<file path="config.mk">
export PLATFORM = sky130hd
export DESIGN_NAME = mem_access_unit
export DESIGN_NICKNAME = d
export VERILOG_FILES = /design/src/rtl/mem_access_unit_pkg.sv /design/src/rtl/mem_lane_fmt.sv /design/src/rtl/mem_access_unit.sv
export SDC_FILE = /design/constraint.sdc
export NUM_CORES = 1
export LEC_CHECK = 0
export CAP_MARGIN = 20
export CORE_MARGIN = 3
export CORE_UTILIZATION = 28
export DETAILED_ROUTE_END_ITERATION = 12
export PLACE_DENSITY_LB_ADDON = 0.3
export SYNTH_ARGS = -nofsm -noshare
export SYNTH_HDL_FRONTEND = slang
export SYNTH_SLANG_ARGS = --single-unit
</file>
<file path="constraint.sdc">
create_clock -name clk -period 4.7 [get_ports clk]
set_clock_uncertainty 0.1 [all_clocks]
set_input_delay 0.94 -clock clk [delete_from_list [all_inputs] [get_ports clk]]
set_output_delay 0.94 -clock clk [all_outputs]
set_load 0.005 [all_outputs]
</file>
<file path="src/rtl/mem_access_unit_pkg.sv">
// Shared MEM-stage definitions: bus widths, memory op codes, exception codes
// and the MEM engine state encoding.
package mem_access_unit_pkg;

    localparam int RegBus     = 32;
    localparam int RegAddrBus = 5;

    localparam logic [RegBus-1:0]     ZeroWord   = '0;
    localparam logic [RegAddrBus-1:0] NOPRegAddr = '0;

    localparam logic [3:0] MEM_OP_NOP = 4'h0;
    localparam logic [3:0] MEM_OP_LB  = 4'h1;
    localparam logic [3:0] MEM_OP_LBU = 4'h2;
    localparam logic [3:0] MEM_OP_LH  = 4'h3;
    localparam logic [3:0] MEM_OP_LHU = 4'h4;
    localparam logic [3:0] MEM_OP_LW  = 4'h5;
    localparam logic [3:0] MEM_OP_SB  = 4'h6;
    localparam logic [3:0] MEM_OP_SH  = 4'h7;
    localparam logic [3:0] MEM_OP_SW  = 4'h8;

    localparam logic [1:0] MEM_EXC_NONE        = 2'd0;
    localparam logic [1:0] MEM_EXC_LOAD_ADDR   = 2'd1;
    localparam logic [1:0] MEM_EXC_STORE_ADDR  = 2'd2;
    localparam logic [1:0] MEM_EXC_BUS_TIMEOUT = 2'd3;

    typedef enum logic {
        IDLE = 1'b0,
        BUS  = 1'b1
    } mau_state_e;

    function automatic logic mem_op_is_load(input logic [3:0] op);
        return (op == MEM_OP_LB) || (op == MEM_OP_LBU) || (op == MEM_OP_LH) ||
               (op == MEM_OP_LHU) || (op == MEM_OP_LW);
    endfunction

    function automatic logic mem_op_is_store(input logic [3:0] op);
        return (op == MEM_OP_SB) || (op == MEM_OP_SH) || (op == MEM_OP_SW);
    endfunction

endpackage

</file>
<file path="src/rtl/mem_lane_fmt.sv">
// Big-endian byte-lane steering for the data bus: lane selects, replicated
// store data, sign/zero-extended load extraction and alignment check.
module mem_lane_fmt
    import mem_access_unit_pkg::*;
(
    input  logic [3:0]        op,
    input  logic [1:0]        addr_lo,
    input  logic [RegBus-1:0] sdata,
    input  logic [RegBus-1:0] rdata,
    output logic [3:0]        sel,
    output logic [RegBus-1:0] wdata,
    output logic [RegBus-1:0] load_data,
    output logic              misaligned
);

    logic [7:0]  byte_lane;
    logic [15:0] half_lane;
    logic [3:0]  byte_sel;
    logic [3:0]  half_sel;

    // Byte 0 lives in bits [31:24].
    always_comb begin
        case (addr_lo)
            2'd0:    byte_lane = rdata[31:24];
            2'd1:    byte_lane = rdata[23:16];
            2'd2:    byte_lane = rdata[15:8];
            default: byte_lane = rdata[7:0];
        endcase
    end

    assign half_lane = addr_lo[1] ? rdata[15:0] : rdata[31:16];
    assign byte_sel  = 4'b1000 >> addr_lo;
    assign half_sel  = addr_lo[1] ? 4'b0011 : 4'b1100;

    always_comb begin
        // NOTE: every output gets a default before the case so no path infers a latch.
        sel        = 4'b0000;
        wdata      = ZeroWord;
        load_data  = ZeroWord;
        misaligned = 1'b0;
        case (op)
            MEM_OP_LB, MEM_OP_LBU: begin
                sel       = byte_sel;
                load_data = (op == MEM_OP_LB) ? {{24{byte_lane[7]}}, byte_lane}
                                              : {24'h0, byte_lane};
            end
            MEM_OP_LH, MEM_OP_LHU: begin
                sel        = half_sel;
                misaligned = addr_lo[0];
                load_data  = (op == MEM_OP_LH) ? {{16{half_lane[15]}}, half_lane}
                                               : {16'h0, half_lane};
            end
            MEM_OP_LW: begin
                sel        = 4'b1111;
                misaligned = |addr_lo;
                load_data  = rdata;
            end
            MEM_OP_SB: begin
                sel   = byte_sel;
                wdata = {4{sdata[7:0]}};
            end
            MEM_OP_SH: begin
                sel        = half_sel;
                misaligned = addr_lo[0];
                wdata      = {2{sdata[15:0]}};
            end
            MEM_OP_SW: begin
                sel        = 4'b1111;
                misaligned = |addr_lo;
                wdata      = sdata;
            end
            default: ;
        endcase
    end

endmodule

</file>
<file path="src/rtl/mem_access_unit.sv">
// MEM stage of the 5-stage MIPS32 pipeline: runs the req/ack data-bus
// transaction, stalls until it answers or times out, and drives MEM/WB.
module mem_access_unit
    import mem_access_unit_pkg::*;
#(
    parameter int ACK_TIMEOUT = 16
) (
    input  logic                  clk,
    input  logic                  rst,
    input  logic [RegAddrBus-1:0] mem_wd,
    input  logic                  mem_wreg,
    input  logic [RegBus-1:0]     mem_wdata,
    input  logic [3:0]            mem_op,
    input  logic [RegBus-1:0]     mem_addr,
    input  logic [RegBus-1:0]     mem_sdata,
    input  logic [RegBus-1:0]     dbus_rdata,
    input  logic                  dbus_ack,
    output logic                  dbus_req,
    output logic                  dbus_we,
    output logic [RegBus-1:0]     dbus_addr,
    output logic [3:0]            dbus_sel,
    output logic [RegBus-1:0]     dbus_wdata,
    output logic                  stallreq,
    output logic [RegAddrBus-1:0] wb_wd,
    output logic                  wb_wreg,
    output logic [RegBus-1:0]     wb_wdata,
    output logic [1:0]            mem_exc
);

    mau_state_e        state;
    logic [7:0]        ack_cnt;
    logic [3:0]        lane_sel;
    logic [RegBus-1:0] lane_wdata;
    logic [RegBus-1:0] lane_load;
    logic              lane_misaligned;
    logic              op_load;
    logic              op_store;
    logic              cnt_last;

    assign op_load  = mem_op_is_load(mem_op);
    assign op_store = mem_op_is_store(mem_op);
    assign cnt_last = (ack_cnt == 8'(ACK_TIMEOUT - 1));

    mem_lane_fmt u_lane_fmt (
        .op         (mem_op),
        .addr_lo    (mem_addr[1:0]),
        .sdata      (mem_sdata),
        .rdata      (dbus_rdata),
        .sel        (lane_sel),
        .wdata      (lane_wdata),
        .load_data  (lane_load),
        .misaligned (lane_misaligned)
    );

    // The stall releases in the ack cycle and in the final timeout cycle so the
    // pipeline advances on the same edge that retires the access.
    always_comb begin
        if (state == BUS) stallreq = !dbus_ack && !cnt_last;
        else              stallreq = (op_load || op_store) && !lane_misaligned;
    end

    always_ff @(posedge clk) begin
        if (rst) begin
            state      <= IDLE;
            ack_cnt    <= '0;
            dbus_req   <= 1'b0;
            dbus_we    <= 1'b0;
            dbus_addr  <= ZeroWord;
            dbus_sel   <= 4'b0000;
            dbus_wdata <= ZeroWord;
            wb_wd      <= NOPRegAddr;
            wb_wreg    <= 1'b0;
            wb_wdata   <= ZeroWord;
            mem_exc    <= MEM_EXC_NONE;
        end else begin
            // NOTE: non-blocking assignments so every register samples pre-edge values.
            case (state)
                IDLE: begin
                    if (!(op_load || op_store)) begin
                        wb_wd    <= mem_wd;
                        wb_wreg  <= mem_wreg;
                        wb_wdata <= mem_wdata;
                        mem_exc  <= MEM_EXC_NONE;
                    end else if (lane_misaligned) begin
                        wb_wd    <= NOPRegAddr;
                        wb_wreg  <= 1'b0;
                        wb_wdata <= ZeroWord;
                        mem_exc  <= op_load ? MEM_EXC_LOAD_ADDR : MEM_EXC_STORE_ADDR;
                    end else begin
                        dbus_req   <= 1'b1;
                        dbus_we    <= op_store;
                        dbus_addr  <= {mem_addr[31:2], 2'b00};
                        dbus_sel   <= lane_sel;
                        dbus_wdata <= lane_wdata;
                        ack_cnt    <= '0;
                        wb_wd      <= NOPRegAddr;
                        wb_wreg    <= 1'b0;
                        wb_wdata   <= ZeroWord;
                        mem_exc    <= MEM_EXC_NONE;
                        state      <= BUS;
                    end
                end
                BUS: begin
                    if (dbus_ack) begin
                        dbus_req <= 1'b0;
                        wb_wd    <= mem_wd;
                        wb_wreg  <= op_load && mem_wreg;
                        wb_wdata <= op_load ? lane_load : ZeroWord;
                        mem_exc  <= MEM_EXC_NONE;
                        state    <= IDLE;
                    end else if (cnt_last) begin
                        dbus_req <= 1'b0;
                        wb_wd    <= NOPRegAddr;
                        wb_wreg  <= 1'b0;
                        wb_wdata <= ZeroWord;
                        mem_exc  <= MEM_EXC_BUS_TIMEOUT;
                        state    <= IDLE;
                    end else begin
                        ack_cnt  <= ack_cnt + 8'd1;
                        wb_wd    <= NOPRegAddr;
                        wb_wreg  <= 1'b0;
                        wb_wdata <= ZeroWord;
                        mem_exc  <= MEM_EXC_NONE;
                    end
                end
                default: state <= IDLE;
            endcase
        end
    end

endmodule
</file>
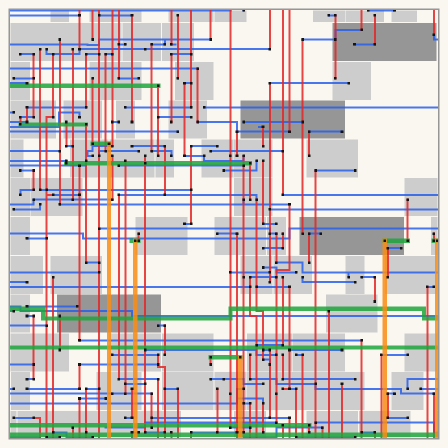
Run 1: a small window of the routed layout
Region (57, 28) to (87, 58) µm. Cells in gray, sequential cells in the stronger gray; small squares are vias.
| color | layer |
|---|---|
| green | met3 |
| blue | met1 |
| orange | met4 |
| red | met2 |
sequential cells in the window: 4
netlist names of flops here include: `wb_wdata` (3), `dbus_sel` (1)
cells with their middle in the window: 51
most frequent: clkdlybuf4s50_1 (14), buf_4 (5)

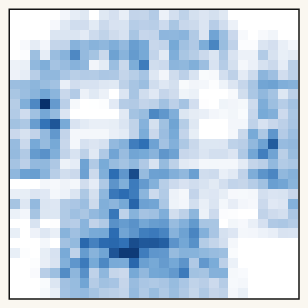
Run 1: wiring heat map
(2 px per µm) The die is cut into 29 by 29 equal tiles; white is low, dark blue is high, scaled to the fullest tile. Values are wire area over tile area, all layers added.
densest ninth of the die: south
tiles over half the peak: 15%
nearly empty tiles: 14%
fullest tile: 0.55
emptiest ninth of the die: south-east
mean over tiles: 0.15

==> design notes, run 1 <==
The final timing report gives a worst setup slack of 0.4342 ns. After clock tree synthesis, the clock-pin slew on the worst setup and hold paths is 0.06 ns. Highest cell delay on the worst timing path: 0.67 ns.

The count of buffers added on input and output ports is 249. Max-slew check failures listed in the final report amount to 0. For the number of buffers on the longest clock path, the log shows 2. Dividing the final minimum period by the clock period gives 90.76%.

The tools report the row count as 49. Counting instances in the post-synthesis netlist gives the leading cell types as sky130_fd_sc_hd__dfxtp_1, sky130_fd_sc_hd__o21ai_0, sky130_fd_sc_hd__a21oi_1. The final critical delay including setup and external delays is 4.266 ns. The number of antenna violations at the first check in global routing is 0. Per the OpenROAD power report, leakage power amounts to 0.003030 µW. TritonCTS built the clock tree.

The critical path goes through clkdlybuf4s50_1, or4b_4, o221a_4, nand2_1, nand2_1, clkdlybuf4s50_1. According to the hold report, the worst path is of the flip-flop to flip-flop type. Routing resource usage on met3 recorded by global route was 5.093%. Per the GRT congestion report, total overflow comes to 0.

Height of the die: 144.2 µm. Looking at the area split, the leading class of cells is multi-input combinational cells. The data arrival time of the critical path is 3.23 ns. The run gives 0 for the number of routed nets with antenna violations. The run gives 18.45% as the global routing usage summed across all routing layers.

The number of maximum-capacitance violations recorded for the run is 0. After synthesis, the design contains 594 cells according to Yosys. In the layout the commonest cells are sky130_fd_sc_hd__clkdlybuf4s50_1, sky130_fd_sc_hd__dfxtp_1, sky130_fd_sc_hd__o21ai_0, sky130_fd_sc_hd__a21oi_1, sky130_fd_sc_hd__nand3_1. For the via count of the first global-routing pass, the log shows 5370. The logs give 0.01833 mm² for the placeable core region and 0.8340 for the final RePlAce weighted congestion. Once the clock tree was built, the resizer swapped 0 gates to a different size. The filler cell count is 1779, and the post-synthesis average cell area is 9.001 µm².

The first global-routing pass estimated 30000 µm of wire. The repair_antennas step left the layout with diodes totalling 0. The floorplan report lists the tap cell count as 229. With the count of tool warnings at 26, the count of plain and timing-repair buffers is 273. The launching instance or port of the critical path was mem_op[0].

The most used routing layer in global routing is met2. The setup path with the least slack is of type primary input to output pin. In the final layout, the share of cells above drive strength 1 is 9.048%.

The flow ran to the end, and the final reports show no timing, DRC or antenna violations. In this run the post-CTS setup repair buffer count came out at 0. After synthesis, the cell types taking the most area are sky130_fd_sc_hd__dfxtp_1, sky130_fd_sc_hd__o21ai_0, sky130_fd_sc_hd__a21oi_1. The run gives 29.17% as the starting density of the core.

Multi-input combinational cells in the finished layout were counted as 411. Per the finish-stage timing summary, setup violations number 0.
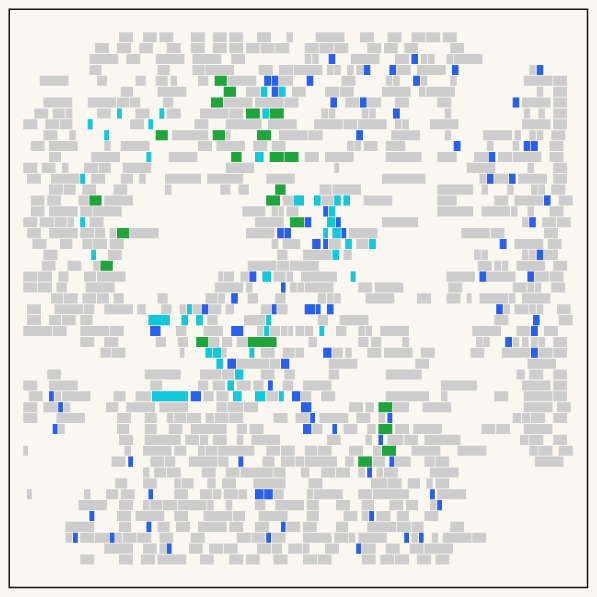
Run 1: logic cells by family
(4 px per µm)
| color | family | cells |
|---|---|---|
| cyan | NOR gates | 43 |
| blue | NAND gates | 86 |
| green | AND-OR and OR-AND gates | 23 |
multi-input gate share of total cell area: 31.63%
highest-count logic cell in the final layout: sky130_fd_sc_hd__clkdlybuf4s50_1

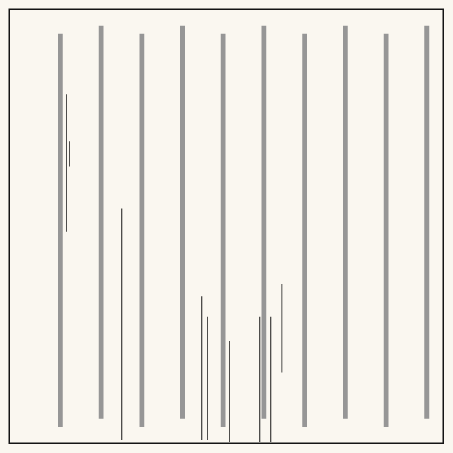
Run 1: M4 wires
(3 px per µm) Supply wires on this layer in gray.
wire length on this layer: 365 µm
nets with wire on the layer: 9
share of all routed wire: 1.9%
main direction: vertical
Post-Route WL: 19580 µm
vias: 5611

==> run 1: metal layers <==
layer | up-vias | wire length [µm]
li1 | 2717 | -
met1 | 2670 | 8657
met2 | 205 | 9160
met3 | 19 | 1399
met4 | 0 | 364
met5 | - | 0
==> run 1: state kept, by name, indices dropped and copies added, names as in the netlist <==
signal and cells:
dbus_we 1, wb_wdata 32, state 1, mem_exc 2
ack_cnt 8, dbus_addr 30, wb_wreg 1, dbus_req 1
dbus_wdata 32, wb_wd 5, dbus_sel 4
==> run 1: cell families (layout without fill, tap and decap cells) <==
kind of cell,count (synthesis),count (layout),synth area share (%)
buf+inv,67,312,5.663
xor+xnor,5,5,0.8191
compound gates,231,231,29.56
mux,23,23,5.359
flops,117,117,43.81
fa+ha+maj,2,2,0.4212
simple gates,148,148,14.30
other cells,1,2,0.07014
==> run 1: worst paths after layout <==
check	to	slack [ns]	cells past startpoint
min reg2reg	dbus_we	0.35	1
max reg2reg	dbus_wdata[7]	2.59	6
min	dbus_we	0.35	1
max	stallreq	0.43	6
==> run 1: worst register-to-register path: cells and delay by family (launching register included) <==
kind            cells  cell delay [ns]
buf+inv             3             0.79
flops               1             0.53
compound gates      2             0.44
simple gates        1             0.19
==> run 1: power breakdown <==
part | total, µW | internal [µW] | switching, µW
clock | 1300 | 822 | 476
sequential | 1060 | 1040 | 19.6
combinational | 485 | 267 | 218
total | 2840 | 2130 | 714
==> run 1: through the flow <==
step	cell area, µm²	total power [µW]	hold WS (ns)
2_1_floorplan	5350	1280	0.3511
3_3_place_gp	8039	1563	0.3346
3_5_place_dp	8044	1566	0.3441
4_1_cts	8641	2888	0.3575
5_1_grt	8660	2970	0.3744
6_report	8660	2842	0.3518
Run 1, routing congestion:
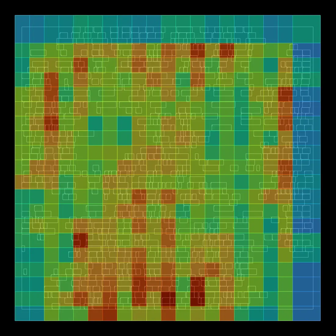

## Run 2: what changed since run 1
--- a/config.mk
+++ b/config.mk
@@ -10,6 +10,7 @@
 export CORE_UTILIZATION = 28
 export DETAILED_ROUTE_END_ITERATION = 12
 export PLACE_DENSITY_LB_ADDON = 0.3
+export SLEW_MARGIN = 20
 export SYNTH_ARGS = -nofsm -noshare
 export SYNTH_HDL_FRONTEND = slang
 export SYNTH_SLANG_ARGS = --single-unit
==> constraint.sdc (replaced) <==
create_clock -name clk -period 3.4 [get_ports clk]
set_clock_uncertainty 0.1 [all_clocks]
set_input_delay 0.68 -clock clk [delete_from_list [all_inputs] [get_ports clk]]
set_output_delay 0.68 -clock clk [all_outputs]
set_load 0.005 [all_outputs]
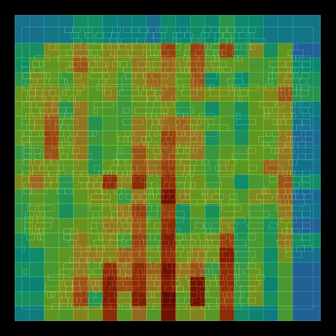
Run 2: routing congestion
global-route layer with the greatest usage: met2
utilization after layout: 47.87%

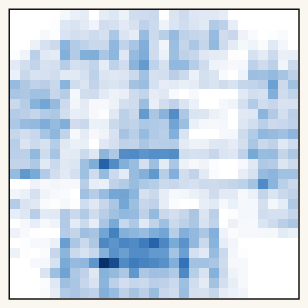
Run 2: wiring heat map
(2 px per µm) The die is cut into 29 by 29 equal tiles; white is low, dark blue is high, scaled to the fullest tile. Values are wire area over tile area, all layers added.
tiles over half the peak: 6.3%
fullest tile: 0.68
nearly empty tiles: 14%
emptiest ninth of the die: south-east

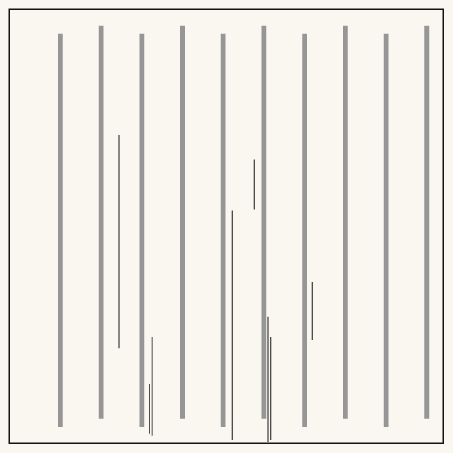
Run 2: M4 wires
(3 px per µm) Supply wires on this layer in gray.
wire length on this layer: 307 µm
longest straight run: 76.2 µm
share of all routed wire: 1.6%
main direction: vertical
Post-Route WL: 19540 µm
vias: 5635

==> run 2 against run 1 <==
Clock power rose by 36%. Via count rose by 0.43%. Critical path depth did not move. Global-route usage fell by 0.096 points. Area after synthesis did not move. Total power rose by 38%. Register-to-register slack got worse by 1.3 ns. Worst setup slack got worse by 0.33 ns. Die area did not move. Hold slack barely moved. Non-clock buffer count rose by 14. Largest cell class is now non-clock buffers. Largest power group unchanged. Highest routed layer unchanged.
==> design notes, run 2 <==
The run finished with clean final reports. The number of max-slew violations in the final report came out at 0 (unchanged). First-pass GRT wire length: 29720 µm (was 30000 µm). Most numerous logic cells after layout: sky130_fd_sc_hd__clkdlybuf4s50_1, sky130_fd_sc_hd__dfxtp_1, sky130_fd_sc_hd__o21ai_0, sky130_fd_sc_hd__a21oi_1, sky130_fd_sc_hd__nand3_1 (unchanged).

With the filler cell count at 1776 (was 1779), the via density per instance is 5.198 (was 5.249). Largest registers ranked by flip-flop count: dbus_wdata (32), wb_wdata (32), dbus_addr (30) (unchanged). The clock network latency to the later pin of the worst-skew pair is 0.41 ns (was 0.40 ns), and the final RePlAce weighted congestion is 0.8449 (was 0.8340).

The run gives 18.36% (was 18.45%) as the global routing usage summed across all routing layers. Largest cells by area after synthesis: sky130_fd_sc_hd__dfxtp_1, sky130_fd_sc_hd__o21ai_0, sky130_fd_sc_hd__a21oi_1 (unchanged). With the register bit total from synthesis at 117 (unchanged), the height of the die is 144.2 µm (unchanged). With the total power consumption of the routed design at 3921 µW (was 2842 µW), the number of instances resized during post-cts repair is 1 (was 0). TritonCTS built the clock tree. Nature of the critical path endpoint: an output pin (unchanged).

The max capacitance violation total is 0 (unchanged). Dominant logic cell type in the layout: sky130_fd_sc_hd__clkdlybuf4s50_1 (unchanged). The reported leakage power came out at 0.003099 µW (was 0.003030 µW).

With the share of final-layout standard cells stronger than drive strength 1 at 10.54% (was 9.048%), the maximum resistive drop on vdd is 0.2904 mV (was 0.2292 mV). The run gives 29.17% (unchanged) for the starting density of the core. Dividing the final minimum period by the clock period gives 97.05%. The CTS sink count came out at 117 (unchanged).

Worst setup path category: primary input to output pin (unchanged). With the row count at 49 (unchanged), the number of top-level pins is 252 (unchanged). The number of routed nets with antenna violations was 0 (unchanged). The number of buffers on the longest clock path was 2 (unchanged); the via count of the first global-routing pass was 5364 (was 5370). For the slack of the critical path, the log shows 0.1004 ns (was 0.4342 ns). The run gives 0.02079 mm² (unchanged) as the die area. TritonCTS buffer count: 17 (unchanged).

With the final critical delay including setup and external delays at 3.300 ns, the post-synthesis average cell area is 9.001 µm² (unchanged). With the number of antenna violations at the first check in global routing at 1 (was 0), the post-synthesis cell count from yosys is 594 (unchanged). With the post-CTS setup-driven buffer insertion count at 0 (unchanged), the largest net degree at the start of global routing is 41 (unchanged). Setup repair after global routing left no endpoint under its margin. The worst max-slew margin expressed relative to the limit is 58.92% (was 47.65%).

The tools report the data arrival time of the critical path as 2.52 ns (was 3.23 ns). The tools report the hold buffer count at cts as 0 (unchanged). Worst hold-check path type: flip-flop to flip-flop (unchanged).

The quantity of I/O buffers inserted on ports was 249 (unchanged). The run gives 0 (unchanged) as the final-report setup violation count. The placeable core region is 0.01833 mm² (unchanged). The count of tool warnings is 26 (unchanged), and the highest cell delay on the worst timing path is 0.58 ns (was 0.67 ns). Most frequent cells after synthesis: sky130_fd_sc_hd__dfxtp_1, sky130_fd_sc_hd__o21ai_0, sky130_fd_sc_hd__a21oi_1 (unchanged). The highest clock rate came out at 0.3031 GHz. Cells along the critical path: clkdlybuf4s50_1, or4b_4, o221a_4, nand2_1, nand2_1, dlygate4sd2_1 (was clkdlybuf4s50_1, or4b_4, o221a_4, nand2_1, nand2_1, clkdlybuf4s50_1). Clock-pin slew reported for the worst setup and hold paths after clock tree synthesis: 0.05 ns (was 0.06 ns). The tools report the global-route congestion overflow total as 0 (unchanged).
-- run 2: final timing paths --
check | from | to | slack [ns] | cells after the start
min reg2reg | dbus_we | dbus_we | 0.35 | 1
max | mem_op[2] | stallreq | 0.10 | 6
min | dbus_we | dbus_we | 0.35 | 1
max reg2reg | state | dbus_wdata[17] | 1.32 | 4
-- run 2: routing by layer --
layer / global-route usage (%) / wire (µm) / vias to the layer above
met3: 4.894 / 1408 / 18
met5: 0 / 0 / -
met2: 29.25 / 9273 / 207
met1: 24.31 / 8549 / 2665
li1: - / - / 2745
met4: 5.891 / 306 / 0
-- run 2: kinds of logic after synthesis --
group	after synthesis	synth area share, %
other	1	0.07014
flip-flops	117	43.81
multiplexers	23	5.359
AND-OR/OR-AND	231	29.56
XOR/XNOR	5	0.8191
buffers and inverters	67	5.663
adder cells (fa/ha/maj)	2	0.4212
AND/OR/NAND/NOR	148	14.30
-- run 2: per-stage QoR --
stage	setup TNS (ns)	hold WS, ns	cell area, µm²
floorplan	0	0.3511	5350
global placement	-0.06058	0.3330	8184
detailed placement	-0.09059	0.3454	8189
CTS	0	0.3586	8772
global route	0	0.3803	8775
finish	0	0.3519	8775
-- run 2: power by group --
group	internal (µW)	switching, µW	total (µW)
Combinational	382	304	686
Clock	1110	658	1770
Sequential	1440	26.9	1460
-- run 2: area by class of cell --
class | count | area (µm²) | share of cell area (%)
clock buffers | 20 | 456.7 | 5.205
multi-input cells | 411 | 2739 | 31.21
repair buffers | 287 | 2794 | 31.84
flip-flops and latches | 117 | 2342 | 26.69
well taps | 229 | 286.5 | 3.265
clock inverters | 12 | 127.6 | 1.454
diodes | 1 | 2.502 | 0.02852
inverters | 7 | 26.28 | 0.2994
Power is estimated from default activity; no workload was simulated.
